$ cat src/rtl/memory_stage_if.sv
// Shared pipeline/data-bus types and the data-bus interface used by the MEM stage.
// The initiator drives dreq, and the memory side answers on dresp.
package memory_stage_pkg;
    typedef logic [63:0] word_t;
    typedef logic [7:0]  strobe_t;
    typedef enum logic [1:0] {MSIZE1, MSIZE2, MSIZE4, MSIZE8} msize_t;

    typedef struct packed {
        logic   regwrite;
        logic   memread;
        logic   memwrite;
        logic   zeroextwb;
        msize_t memsize;
    } control_t;

    typedef struct packed {
        logic        valid;
        word_t       pc;
        logic [31:0] raw_instr;
        control_t    ctl;
        logic [4:0]  ra1;
        logic [4:0]  ra2;
        logic [4:0]  dst;
        word_t       aluout;
        word_t       memwd;
    } execute_data_t;

    typedef struct packed {
        logic        valid;
        word_t       pc;
        logic [31:0] raw_instr;
        control_t    ctl;
        logic [4:0]  ra1;
        logic [4:0]  ra2;
        logic [4:0]  dst;
        word_t       writedata;
        word_t       memaddr;
    } memory_data_t;

    typedef struct packed {
        logic    valid;
        word_t   addr;
        msize_t  size;
        strobe_t strobe;
        word_t   data;
    } dbus_req_t;

    typedef struct packed {
        logic  addr_ok;
        logic  data_ok;
        word_t data;
    } dbus_resp_t;
endpackage

interface memory_stage_if;
    import memory_stage_pkg::*;
    dbus_req_t  dreq;
    dbus_resp_t dresp;
    modport master (output dreq, input dresp);
    modport slave  (input dreq, output dresp);
endinterface

$ cat src/rtl/memory_stage.sv
// MEM stage: non-memory ops and misaligned accesses complete in 1 cycle; aligned loads/stores
// take 2+ cycles, and stall_o holds upstream until dresp.data_ok ends the bus access.
module memory_stage
    import memory_stage_pkg::*;
(
    input  logic          clk,
    input  logic          reset,
    input  execute_data_t ex_i,
    output memory_data_t  mem_o,
    memory_stage_if.master dbus,
    output logic          stall_o,
    output logic          misalign_o
);
    typedef enum logic {IDLE, REQ} state_t;

    state_t        state, state_nxt;
    execute_data_t lat;
    logic          memop, misaligned;
    logic [5:0]    lat_sh;
    word_t         shifted, load_val;
    strobe_t       base_strobe;
    logic          unused_addr_ok;

    assign unused_addr_ok = dbus.dresp.addr_ok;

    function automatic logic is_misaligned(input msize_t sz, input logic [2:0] a);
        case (sz)
            MSIZE2:  return a[0];
            MSIZE4:  return a[1:0] != 2'b00;
            MSIZE8:  return a[2:0] != 3'b000;
            default: return 1'b0;
        endcase
    endfunction

    function automatic memory_data_t pass(input execute_data_t e, input word_t wd);
        memory_data_t m;
        m.valid     = 1'b1;
        m.pc        = e.pc;
        m.raw_instr = e.raw_instr;
        m.ctl       = e.ctl;
        m.ra1       = e.ra1;
        m.ra2       = e.ra2;
        m.dst       = e.dst;
        m.writedata = wd;
        m.memaddr   = e.aluout;
        return m;
    endfunction

    assign memop      = ex_i.valid & (ex_i.ctl.memread | ex_i.ctl.memwrite);
    assign misaligned = is_misaligned(ex_i.ctl.memsize, ex_i.aluout[2:0]);
    assign lat_sh     = {lat.aluout[2:0], 3'b000};

    always_ff @(posedge clk or posedge reset) begin
        if (reset) state <= IDLE;
        else       state <= state_nxt;
    end

    always_comb begin
        state_nxt = state;
        case (state)
            IDLE:    if (memop && !misaligned) state_nxt = REQ;
            REQ:     if (dbus.dresp.data_ok)   state_nxt = IDLE;
            default: state_nxt = IDLE;
        endcase
    end

    // Bus fields come only from the latched instruction so they stay put across wait cycles.
    always_comb begin
        dbus.dreq = '0;
        stall_o   = 1'b0;
        case (lat.ctl.memsize)
            MSIZE1:  base_strobe = 8'h01;
            MSIZE2:  base_strobe = 8'h03;
            MSIZE4:  base_strobe = 8'h0F;
            default: base_strobe = 8'hFF;
        endcase
        if (state == REQ) begin
            dbus.dreq.valid = 1'b1;
            dbus.dreq.addr  = lat.aluout;
            dbus.dreq.size  = lat.ctl.memsize;
            if (lat.ctl.memwrite) begin
                dbus.dreq.strobe = base_strobe << lat.aluout[2:0];
                dbus.dreq.data   = lat.memwd << lat_sh;
            end
            stall_o = !dbus.dresp.data_ok;
        end else begin
            stall_o = memop && !misaligned;
        end
    end

    always_comb begin
        shifted = dbus.dresp.data >> lat_sh;
        case (lat.ctl.memsize)
            MSIZE1:  load_val = lat.ctl.zeroextwb ? {56'd0, shifted[7:0]}
                                                  : {{56{shifted[7]}}, shifted[7:0]};
            MSIZE2:  load_val = lat.ctl.zeroextwb ? {48'd0, shifted[15:0]}
                                                  : {{48{shifted[15]}}, shifted[15:0]};
            MSIZE4:  load_val = lat.ctl.zeroextwb ? {32'd0, shifted[31:0]}
                                                  : {{32{shifted[31]}}, shifted[31:0]};
            default: load_val = shifted;
        endcase
    end

    always_ff @(posedge clk or posedge reset) begin
        if (reset) begin
            mem_o      <= '0;
            misalign_o <= 1'b0;
            lat        <= '0;
        end else begin
            mem_o.valid <= 1'b0;
            misalign_o  <= 1'b0;
            case (state)
                IDLE: begin
                    if (ex_i.valid && !memop) begin
                        mem_o <= pass(ex_i, ex_i.aluout);
                    end else if (memop && misaligned) begin
                        mem_o              <= pass(ex_i, '0);
                        mem_o.ctl.regwrite <= 1'b0;
                        misalign_o         <= 1'b1;
                    end else if (memop) begin
                        lat <= ex_i;
                    end
                end
                REQ: begin
                    if (dbus.dresp.data_ok)
                        mem_o <= pass(lat, lat.ctl.memwrite ? lat.aluout : load_val);
                end
                default: ;
            endcase
        end
    end
endmodule

$ cat src/flat_wrapper.sv
// flat-port wrapper written by rule: the top's interface ports become plain ports
module memory_stage_flat import memory_stage_pkg::*;
  (clk, reset, ex_i, mem_o, stall_o, misalign_o, dbus_dreq, dbus_dresp);
  memory_stage_if dbus_i ();
  input  logic clk;
  input  logic reset;
  input  execute_data_t ex_i;
  output memory_data_t mem_o;
  output logic stall_o;
  output logic misalign_o;
  output wire logic [$bits(dbus_i.dreq)-1:0] dbus_dreq;
  input wire logic [$bits(dbus_i.dresp)-1:0] dbus_dresp;
  assign dbus_dreq = dbus_i.dreq;
  assign dbus_i.dresp = dbus_dresp;
  memory_stage u_core (.clk(clk), .reset(reset), .ex_i(ex_i), .mem_o(mem_o), .dbus(dbus_i), .stall_o(stall_o), .misalign_o(misalign_o));
endmodule
$ cat config.mk
export PLATFORM = sky130hd
export DESIGN_NAME = memory_stage_flat
export DESIGN_NICKNAME = d
export VERILOG_FILES = /design/src/rtl/memory_stage_if.sv /design/src/rtl/memory_stage.sv /design/src/flat_wrapper.sv
export SDC_FILE = /design/constraint.sdc
export NUM_CORES = 1
export LEC_CHECK = 0
export ABC_AREA = 0
export CORE_AREA = 2 2 272 274
export DETAILED_ROUTE_END_ITERATION = 10
export DIE_AREA = 0 0 274 276
export GPL_ROUTABILITY_DRIVEN = 0
export GPL_TIMING_DRIVEN = 0
export PLACE_DENSITY_LB_ADDON = 0.15
export SYNTH_ARGS = -nofsm -noshare
export SYNTH_HDL_FRONTEND = slang
export SYNTH_SLANG_ARGS = --single-unit
$ cat constraint.sdc
create_clock -name clk -period 14.8 [get_ports clk]
set_clock_uncertainty 0.2 [all_clocks]
set_input_delay 1.48 -clock clk [delete_from_list [all_inputs] [get_ports clk]]
set_output_delay 1.48 -clock clk [all_outputs]
set_load 0.01 [all_outputs]
Figure 1. Gate families picked out.
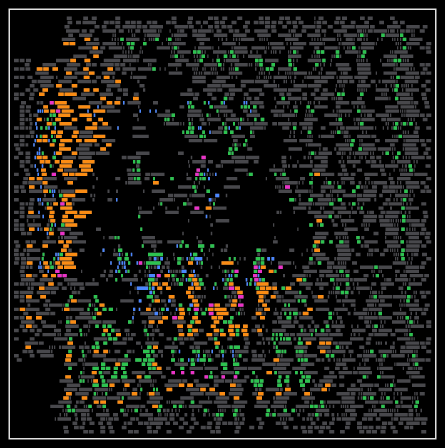
nor cells -> blue  # cells 126, most used nor2_1
non-inverting ao/oa cells -> magenta  # cells 34, most used a22o_1
mux cells -> orange  # cells 271, most used mux2_2
aoi and oai cells -> green  # cells 489, most used a22oi_1, where widely spread

Figure 2. Clock nets.
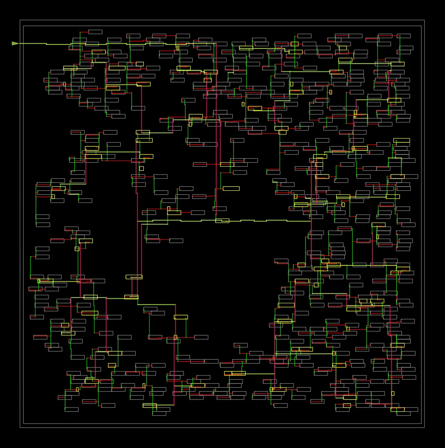
clock distribution power: 1480 uW
Sinks on Clock Net: 493
Clock Latency Late Sink: 0.65 ns
number of flip-flops and latches: 493
count of clock buffers in the final design: 80

Figure 3. Zoomed window.
Window x 44 to 94, y 182 to 232 um. Cells in grey, sequential cells in the stronger grey; small squares are vias.
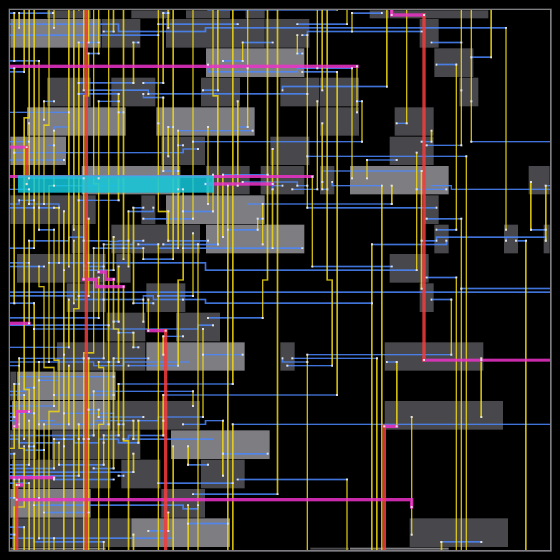
metal 2 -> yellow
metal 1 -> blue
metal 5 -> cyan
metal 4 -> red
metal 3 -> magenta
netlist names of flops here include = u_core.lat (15)
most frequent = dfrtp_1 (15), mux2_2 (11), clkdlybuf4s50_1 (11)
sequential cells in the window = 15
cells with their middle in the window = 63

Figure 4. Where the registers sit.
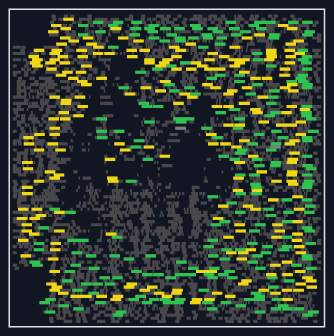
u_core.mem_o -> green  # flops 246, where widely spread
u_core.lat -> yellow  # flops 245, where widely spread
not coloured = 2

==> notes.md <==
State of the implementation.

- The flow ran to the end, and the final reports show no timing, DRC or antenna violations.
- Traced cell by cell, the critical path runs through clkdlybuf4s50_1 > o21a_1 > a211oi_1 > nand2_1 > clkbuf_1 > clkbuf_1 > o21ai_0 > clkdlybuf4s50_1.
- According to the I/O placement log, the pin count is 701.
- The number of maximum-capacitance constraint violations is 0, for reference.
- The STA report counts the stages on the worst setup path as 8.
- On the reported timing paths, the clock transition at the registers reads 0.06 ns.
- The buffer depth of the longest clock path is 3, for reference.
- The capture point of the worst register-to-register path is recorded as u_core.mem_o[137].
- Per the STA report, the cell with the highest stage delay on the worst path is clkdlybuf4s50_1.
- The share of final layout cell area taken by non-clock buffers is 0.230, for reference.
- The half-perimeter wire length after detailed placement is 94600 um, for reference.
- The startpoint identified for the worst register-to-register timing path is u_core.state.
- The proportion of synthesized area in mux cells is 0.135, for reference.
- In this run, post-CTS hold repair placed 0 buffers.
- Across every metal layer, demand over resource in global routing totals 0.307.
- The nature of the critical path startpoint is a primary input, for reference.
- For this run, the detailed router reports a per-instance via density of 5.61.
- STA classifies the critical path endpoint as an output port.
- The stage delay of the slowest cell on the critical path is 0.66 ns, for reference.
- Per the post-synthesis stats, the area per cell is 9.65 um^2.
- The H-tree generated during clock tree synthesis spans 2 levels.
- The synthesized instance count is 2592.
- Summed over all failing endpoints, the final setup total negative slack is 0 ns.
- The number of ordinary and repair buffers in the finished layout is 924, for reference.
- The total power after layout is 5580 uW, for reference.
- 1871 cells are multi-input combinational gates.
- For this sky-water flow run, the detailed-routed wirelength per cell is reported as 27.1 um.
- The total power divided by cell area is 157 nW/um^2, for reference.
- The quantity of I/O buffers inserted on ports is 699, for reference.
- The layout report lists the combined flip-flop and latch area as 12300 um^2.
- The cell area reported after detailed placement is 33500 um^2, for reference.
- At the floorplan stage, the core utilization is reported as 0.344.
- The portion of the post-synthesis area used by sequential elements is 0.493, for reference.
- The leading cell type by number of instances after synthesis is nand2_1, for reference.
- The final hold violation count recorded for this run is 0.
- The commonest cells after synthesis are 820 x nand2_1, 493 x dfrtp_1, 214 x a22oi_1, 159 x mux2_2, 123 x clkbuf_1.
- According to the tapcell log, the count of inserted taps is 959.
- The total grt overflow is 0, for reference.
- The root buffer selected by CTS is clkbuf_16, for reference.
- The filler cells instantiated in the layout total 6868.
- TritonCTS built the clock tree.
- The inverter tally of the final layout excluding the clock network is 17, for reference.
- The kind of critical path is primary input to output port, for reference.
- The antenna diode count is 33, for reference.
- The initial antenna violation count is 39, for reference.
- After synthesis, the netlist uses 60 different library cells.
- The number of placed instances, taps included, is 4264.
- The height of the chip is 276 um, for reference.
- The count of standard-cell rows is 99, for reference.
- The number of nets in the layout is 3677, for reference.
- The iteration count of the initial detailed-routing pass is 8, for reference.
- The adder-cell area share of the yosys netlist is 0, for reference.
- The start point of the critical path is ex_i[65], for reference.
- The post-route antenna net violation count is 0, for reference.
- Per the Yosys statistics, synthesis produced 2592 cells.
- The count of library flops with an enable pin is 0, for reference.
- The total leakage power is 0.0156 uW, for reference.
- VDD sags by at most 0.118 mV.
- Of the total synthesized cell area, the portion taken by AND-OR and OR-AND cells is 0.155.
- The floorplan core area is 72600 um^2, for reference.
- The layout report lists the clock-cell share of area as 0.0553.
- The largest area contributor in the netlist is dfrtp_1, for reference.
- The number of pins with negative max-slew slack in the final report is 0, for reference.
- The termination of the worst setup path is stall_o, for reference.
- Wires add up to 119000 um.
- By area the synthesized netlist is led by dfrtp_1 49%, nand2_1 12%, mux2_2 7.2%, a22oi_1 6.4%, mux4_2 3.3%.
- Per the run report, area growth between synthesis and finish was 42.1%.
- The type of the worst min-delay path is register to register, for reference.
- Per the post-place timing report, worst setup slack is 8.00 ns.
- Post-synth the commonest register cell is dfrtp_1.
- The cell group occupying the most layout area is sequential cells, for reference.
- Data arrives at the worst endpoint at 5.07 ns.
- The multi-input combinational cells in the finished layout cover a total of 11700 um^2.
- In the hold timing report, the worst path depth is 2.
- The number of global-route vias before repair was 24600.
- Setup repair after global routing left no endpoint under its margin.
- The layout stage reports a final design area of 35500 um^2.
- Of the total standard cell area in the layout, the sequential portion is 0.347.
- The share of synthesized cell area in and, or, nand and nor gates is 0.178, for reference.
- For hold timing, the worst endpoint is u_core.mem_o[237].
- After synthesis, the share of flip-flops with an asynchronous set or reset is 1.00.
- Based on the critical path, the design can be clocked at up to 148 MHz.
- The cell area after synthesis is 25000 um^2, for reference.
- When the netlist entered floorplanning its net count stood at 2906.
- The measured slew at the worst slew-check pin is 1.36 ns, for reference.
- The worst path in the final design needs a cycle of 6.75 ns, including I/O delays and setup.
- Entering global routing, the biggest net connects 45 pins.
- The largest delay contributor family on the critical path is buffers and inverters, for reference.
- The multi-input gate share of total cell area is 0.329, for reference.
- The depth of the most critical reg-to-reg path is 8, for reference.
- The post-cts repair resize count is 0, for reference.
- Of the available clock period, the critical path in the final layout requires 0.456.
- The critical path maximum fanout is 10.
- For this run, the number of Yosys warnings is 0.
- The number of buffers and inverters on the critical path is 4.
- The yosys synthesis chip area is 25000 um^2, for reference.
- In this run, synthesis produced a sequential element count of 493.
- The number of buffers inserted during clock tree synthesis is 56, for reference.
- The routed layout reports a DRC error count of 0.
- The number of setup buffers added after CTS is 0.
- The worst pin sits at a relative slew slack of 0.0923.
- The synthesized-area fraction occupied by xor and xnor cells is 0, for reference.
- Across all stage logs, warnings added up to 27.
- The main logic family after synthesis is simple AND/OR/NAND/NOR gates, for reference.
- The number of design-rule violations left by the first detailed-router iteration is 2460, for reference.
- The global-route wire length before repair is 172000 um, for reference.
- The worst register-to-register path has a setup slack of 10.44 ns.
- Setup slack closes at 8.05 ns.
- The total vias in the final route is 24700, for reference.
- The share of the synthesized area in the top cell type is 0.493, for reference.
- Measured along the x axis, the die boundary spans 274 um.
- For the worst setup path, the data required time is 13.12 ns.
- The chip occupies 75600 um^2.
- The filler-free cell count of the finished design is 4400, for reference.
- The fraction of layout cells with a size suffix above 1 is 0.120, for reference.
- The startpoint of the most critical hold path is u_core.mem_o[237], for reference.
- The setup-violating endpoint count in the final report is 0, for reference.
per-layer routing:
layer	track usage	vias to the layer above	part of all wire
li1	-	10700	-
met3	0.0807	309	0.094
met1	0.372	12300	0.38
met2	0.511	1365	0.48
met5	0	-	0.0010
met4	0.136	20	0.044
flip-flops by register name (all words and copies together) (netlist names):
signal             flops
u_core.state           1
u_core.mem_o         246
u_core.lat           245
u_core.misalign_o      1
worst register-to-register path: stages, from the launching register on:
cell and delay, ns:
dfrtp_1 0.37, buf_2 0.20, inv_1 0.34, nand2_1 0.16, nor2_1 0.89, clkbuf_1 1.06, clkbuf_1 0.80, a22oi_1 0.17
nand2_1 0.12
stage by stage:
stage | utilization | hold slack [ns]
after floorplan | - | 0.239
after global placement | 0.457 | 0.250
after detailed placement | 0.461 | 0.255
after CTS | 0.488 | 0.268
after global routing | 0.489 | 0.284
final | 0.489 | 0.261
cell families after synthesis:
family | Yosys count
AND/OR/NAND/NOR | 1077
flip-flops | 493
buffers and inverters | 228
AND-OR/OR-AND | 523
multiplexers | 271
cells in the final DEF, fill, tap and decap left out, types with 18 or more instances in the layout:
cell,netlist,routed
mux4_2,37,37
clkdlybuf4s50_1,0,699
mux2_2,159,159
nand2b_1,19,19
nor2_1,102,102
mux2i_1,75,75
a22oi_1,214,214
a21oi_1,47,47
dfrtp_1,493,493
buf_2,66,66
o21ai_0,63,63
nand2_1,820,820
a31oi_1,18,18
a221oi_1,31,31
and2_1,75,75
diode_2,0,33
a211oi_1,37,37
clkbuf_1,123,132
clkbuf_16,0,56
power by group:
part	internal (uW)	leakage (uW)	switching (uW)	total, uW
clock network	877	0.000968	605	1480
registers	1710	0.00610	296	2000
logic	959	0.00853	1130	2090
total	3540	0.0156	2030	5580
Power figures rest on the tool's default switching activity, not on a simulated workload.
